**src/rtl/regfile_wb_arbiter_if.sv**
```systemverilog
// Writeback bus between two sources (A: ALU, B: load/long-latency) and the
// register file write port, plus the pipeline hold input.
interface regfile_wb_arbiter_if #(
  parameter int unsigned XLEN = 32
);
  logic            hold;
  logic            a_valid;
  logic            a_ready;
  logic [4:0]      a_rd;
  logic [XLEN-1:0] a_wd;
  logic            b_valid;
  logic            b_ready;
  logic [4:0]      b_rd;
  logic [XLEN-1:0] b_wd;
  logic            rf_we;
  logic [4:0]      rf_rd;
  logic [XLEN-1:0] rf_wd;
  logic            b_forced;

  // Sources and pipeline control side.
  modport master (
    output hold, a_valid, a_rd, a_wd, b_valid, b_rd, b_wd,
    input  a_ready, b_ready, rf_we, rf_rd, rf_wd, b_forced
  );

  // Arbiter side.
  modport slave (
    input  hold, a_valid, a_rd, a_wd, b_valid, b_rd, b_wd,
    output a_ready, b_ready, rf_we, rf_rd, rf_wd, b_forced
  );
endinterface

```
**src/rtl/regfile_wb_arbiter.sv**
```systemverilog
// Shares the register file write port between writeback sources A and B:
// fixed priority to A, with a starvation guard that forces a B grant.
module regfile_wb_arbiter #(
  parameter int unsigned XLEN       = 32,
  parameter int unsigned STARVE_MAX = 4
) (
  input logic                  clk,
  input logic                  rst_n,
  regfile_wb_arbiter_if.slave  bus
);

  localparam int unsigned CNT_W = $clog2(STARVE_MAX + 1);
  localparam logic [CNT_W-1:0] STARVE_LIM = CNT_W'(STARVE_MAX);

  logic [CNT_W-1:0] starve_cnt_q, starve_cnt_d;
  logic             rf_we_q;
  logic [4:0]       rf_rd_q;
  logic [XLEN-1:0]  rf_wd_q;

  logic             active;
  logic             force_b;
  logic             grant_a;
  logic             grant_b;
  logic             beat;
  logic [4:0]       beat_rd;
  logic [XLEN-1:0]  beat_wd;

  always_comb begin
    active  = rst_n && !bus.hold;
    force_b = bus.b_valid && (starve_cnt_q == STARVE_LIM);
    grant_a = active && bus.a_valid && !force_b;
    grant_b = active && bus.b_valid && (force_b || !bus.a_valid);
    beat    = grant_a || grant_b;
    beat_rd = grant_b ? bus.b_rd : bus.a_rd;
    beat_wd = grant_b ? bus.b_wd : bus.a_wd;
  end

  // Counts consecutive refused B cycles; frozen while held with B still waiting.
  always_comb begin
    starve_cnt_d = starve_cnt_q;
    if (!bus.b_valid || grant_b) begin
      starve_cnt_d = '0;
    end else if (!bus.hold && (starve_cnt_q != STARVE_LIM)) begin
      starve_cnt_d = starve_cnt_q + 1'b1;
    end
  end

  always_ff @(posedge clk) begin
    if (!rst_n) begin
      starve_cnt_q <= '0;
      rf_we_q      <= 1'b0;
      rf_rd_q      <= '0;
      rf_wd_q      <= '0;
    end else begin
      starve_cnt_q <= starve_cnt_d;
      rf_we_q      <= beat && (beat_rd != 5'd0);
      if (beat) begin
        rf_rd_q <= beat_rd;
        rf_wd_q <= beat_wd;
      end
    end
  end

  // Outputs are gated by rst_n so a beat accepted just before reset never writes.
  assign bus.a_ready  = grant_a;
  assign bus.b_ready  = grant_b;
  assign bus.b_forced = active && force_b;
  assign bus.rf_we    = rf_we_q && rst_n;
  assign bus.rf_rd    = rst_n ? rf_rd_q : 5'd0;
  assign bus.rf_wd    = rst_n ? rf_wd_q : '0;

endmodule
```
**src/flat_wrapper.sv**
```systemverilog
// flat-port wrapper written by rule: the top's interface ports become plain ports
module regfile_wb_arbiter_flat 
#(
  parameter int unsigned XLEN       = 32,
  parameter int unsigned STARVE_MAX = 4
)
  (clk, rst_n, bus_hold, bus_a_valid, bus_a_rd, bus_a_wd, bus_b_valid, bus_b_rd, bus_b_wd, bus_a_ready, bus_b_ready, bus_rf_we, bus_rf_rd, bus_rf_wd, bus_b_forced);
  regfile_wb_arbiter_if #(.XLEN(XLEN)) bus_i ();
  input logic clk;
  input logic rst_n;
  input wire logic [$bits(bus_i.hold)-1:0] bus_hold;
  input wire logic [$bits(bus_i.a_valid)-1:0] bus_a_valid;
  input wire logic [$bits(bus_i.a_rd)-1:0] bus_a_rd;
  input wire logic [$bits(bus_i.a_wd)-1:0] bus_a_wd;
  input wire logic [$bits(bus_i.b_valid)-1:0] bus_b_valid;
  input wire logic [$bits(bus_i.b_rd)-1:0] bus_b_rd;
  input wire logic [$bits(bus_i.b_wd)-1:0] bus_b_wd;
  output wire logic [$bits(bus_i.a_ready)-1:0] bus_a_ready;
  output wire logic [$bits(bus_i.b_ready)-1:0] bus_b_ready;
  output wire logic [$bits(bus_i.rf_we)-1:0] bus_rf_we;
  output wire logic [$bits(bus_i.rf_rd)-1:0] bus_rf_rd;
  output wire logic [$bits(bus_i.rf_wd)-1:0] bus_rf_wd;
  output wire logic [$bits(bus_i.b_forced)-1:0] bus_b_forced;
  assign bus_i.hold = bus_hold;
  assign bus_i.a_valid = bus_a_valid;
  assign bus_i.a_rd = bus_a_rd;
  assign bus_i.a_wd = bus_a_wd;
  assign bus_i.b_valid = bus_b_valid;
  assign bus_i.b_rd = bus_b_rd;
  assign bus_i.b_wd = bus_b_wd;
  assign bus_a_ready = bus_i.a_ready;
  assign bus_b_ready = bus_i.b_ready;
  assign bus_rf_we = bus_i.rf_we;
  assign bus_rf_rd = bus_i.rf_rd;
  assign bus_rf_wd = bus_i.rf_wd;
  assign bus_b_forced = bus_i.b_forced;
  regfile_wb_arbiter #(.XLEN(XLEN), .STARVE_MAX(STARVE_MAX)) u_core (.clk(clk), .rst_n(rst_n), .bus(bus_i));
endmodule
```
**config.mk**
```make
export PLATFORM = sky130hd
export DESIGN_NAME = regfile_wb_arbiter_flat
export DESIGN_NICKNAME = d
export VERILOG_FILES = /design/src/rtl/regfile_wb_arbiter_if.sv /design/src/rtl/regfile_wb_arbiter.sv /design/src/flat_wrapper.sv
export SDC_FILE = /design/constraint.sdc
export NUM_CORES = 1
export LEC_CHECK = 0
export ABC_AREA = 1
export CAP_MARGIN = 20
export CORE_ASPECT_RATIO = 0.5
export CORE_UTILIZATION = 42
export DETAILED_ROUTE_END_ITERATION = 12
export GPL_ROUTABILITY_DRIVEN = 0
export GPL_TIMING_DRIVEN = 0
export PLACE_DENSITY = 0.91
export SLEW_MARGIN = 20
export SYNTH_ARGS = -nofsm -noshare
export SYNTH_HDL_FRONTEND = slang
export SYNTH_SLANG_ARGS = --single-unit
```
**constraint.sdc**
```tcl
create_clock -name clk -period 3.9 [get_ports clk]
set_input_delay 0.78 -clock clk [delete_from_list [all_inputs] [get_ports clk]]
set_output_delay 0.78 -clock clk [all_outputs]
set_load 0.03 [all_outputs]
```
**Pin placement**

Scale: 6 px per um. Pins as bars across the die edge, other pins in grey.
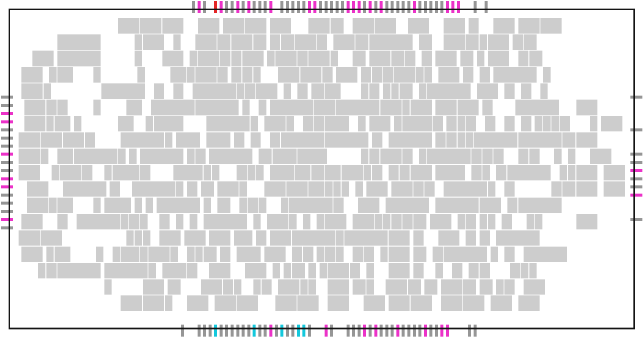
Key: bus_a_wd = magenta [pins 32, direction input, edge 16 top, 8 bottom, 6 left, 2 right]; bus_b_ready = red [pins 1, direction output, edge top]; bus_a_rd = cyan [pins 5, direction input, edge bottom]
Die H: 52.96 um
Port-buffer cells: 119
die width: 103.9 um

**Gate-type map**

Scale: 4 px per um.
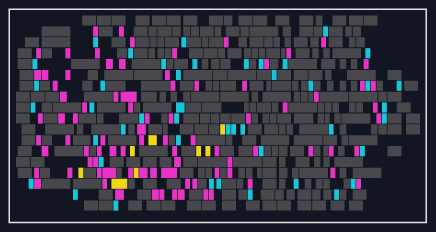
Key: NOR gates = yellow [cells 8]; inverters = cyan [cells 44, where all over the die]; NAND gates = magenta [cells 85, where all over the die]

==> metrics.yaml <==
aoi_share_pct: 21.63
via_count: 2465
end_kind: "output pin"
seq-cell-share_pct: 23.16
hold_start: "u_core.rf_rd_q[2]$_SDFFE_PN0P_"
ys_types: 25
crit_fanout: 10
yosys.area.top_type_share_pct: 37.64
tool_warnings: 27
async_flop_share_pct: 0
r2r_start: "u_core.starve_cnt_q[0]$_SDFFE_PP0P_"
largest_reg_flops: 32
grt_max_degree: 13
timing.max_cap.violations: 0
start_kind: "primary input"
rows: 18
pwr-share-clk_pct: 27.2
path_class: "primary input to output pin"
power.switching_w: 0.0002772
first_iter_violations: 85
worstHoldEndpoint: "u_core.rf_rd_q[2]$_SDFFE_PN0P_"
ys_sh_xor_pct: 0.4016
syn_inst: 316
hold_violations: 0
tap_cells: 70
crit_start: "rst_n"
postPlaceCellArea_um2: 3460
cpLargestDelayFamily: "buffers and inverters"
overflow: 0
ys_sh_mux_pct: 0
routed_wl_mm: 6.531
ys_warn_count: 0
comb_power_share_pct: 26.1
areaGrowthSynthToFinish_pct: 62.48
pwr-share-seq_pct: 46.7
max_freq_ghz: 0.2632
wl_met2_mm: 3.303
fp.dieArea_um2: 5502
ys_seq_share_pct: 37.64
nClkBuffers: 6
grt_pass1_wl_mm: 10.40
top_area_cell: "dfxtp_1"
clock_cell_area_share_pct: 2.331
relSlewSlack_pct: 58.06
track_usage_pct: 23.75
drtAntennaViolNets: 0
cts_buffers: 5
worst_slew_pin_slew_ns: 0.6268
layout.nonclk_buf_share_pct: 37.22
seq-power_w: 0.000459
cts_setup_buffers: 0
critPathCapture: "bus_rf_wd[3]"
top_cell: "nand2_1"
clock_path_buffers: 2
seq_area_um2: 820.8
antennaDiodeCount: 0
intPower_w: 0.0007054
clkTransAtPathRegs_ns: 0.07
largest-register: "u_core.rf_wd_q"
grt_util_met1_pct: 27.58
final_nets: 523
period_used_pct: 97.41
reg.largest.list: "u_core.rf_wd_q x32, u_core.rf_rd_q x5, u_core.starve_cnt_q x3"
ctsResizeCount: 0
leakagePower_nw: 1.616
synth_flops: 41
status: "finished clean"
netlist_top_cells_count: "nand2_1, o21ai_0, inv_1"
route.met3.wl_um: 223
buffers: 140
mi_logic_area_um2: 1066
rr_endpoint: "u_core.rf_wd_q[28]$_SDFFE_PN0P_"
fp_util_pct: 44.02
comb_cells: 210
grt_pass1_vias: 2431
area_leaders: "dfxtp_1, nand2_1, o21ai_0"
cts_tree: "done"
cts_root_buf: "clkbuf_8"
crit_chain: "clkdlybuf4s50_1, clkbuf_1, clkbuf_1, nand2_1, inv_1, clkdlybuf4s50_1"
crit_buf_inv: 5
nFillCells: 400
hpwl_mm: 5.023
flops: 41
h-tree-depth: 2
simple_gate_area_share_pct: 25.70
wl_met1_mm: 2.895
worst-path-stages: 6
worstHoldPathCells: 2
logic_family: "simple AND/OR/NAND/NOR gates"
pg_comb_w: 0.000257
ys_sh_adder_pct: 1.147
p_per_area_nw_per_um2: 277.3
cp.arrival_ns: 3.02
comb-cell-share_pct: 30.08
fin_crit_ns: 3.799
synthesis.nets: 397
**Congestion heat map**

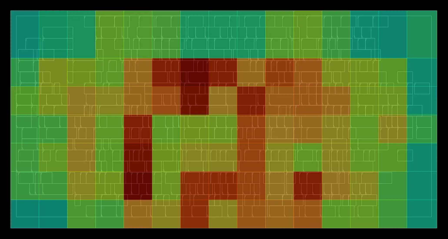
gr busiest metal: met2
met2 Track Usage GR: 45.89%
GR Util met3: 3.202%
WL per Instance: 12.73 um
final core utilization: 71.52%

**Zoomed window**

Region (39, 3) to (64, 28) um. Cells in grey, sequential cells in the stronger grey; small squares are vias.
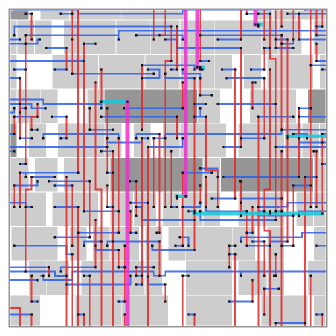
Key: met2 = red; met1 = blue; met3 = cyan; met4 = magenta
Sequential cells in the window: 3. Most frequent: clkdlybuf4s50_1 (19), nand2_1 (15), inv_1 (9). Netlist names of flops here include u_core.rf_wd_q (2), u_core.rf_rd_q (1). 70 logic cells have their middle in the window.

-- cell usage in the layout (no fill, tap or decap), drive strengths merged --
cell	n
a21oi	26
clkdlybuf4s50	119
nor2	8
clkinv	2
inv	44
o21ai	54
o211ai	9
ha	2
nand2	71
clkbuf	15
nand3	14
or2	25
xor2	1
buf	12
dfxtp	41
-- stage by stage --
step / hold WS [ns] / cells / worst slack [ns] / power, W
after floorplan: 0.4562 / 316 / 1.533 / 0.0005853
after global placement: 0.4712 / 505 / 0.1580 / 0.0007166
after detailed placement: 0.4812 / 505 / 0.1352 / 0.0007229
after CTS: 0.4951 / 513 / 0.1228 / 0.0009862
after global routing: 0.5255 / 513 / 0.0006950 / 0.001027
final: 0.4876 / 513 / 0.1010 / 0.0009826
Power figures rest on the tool's default switching activity, not on a simulated workload.
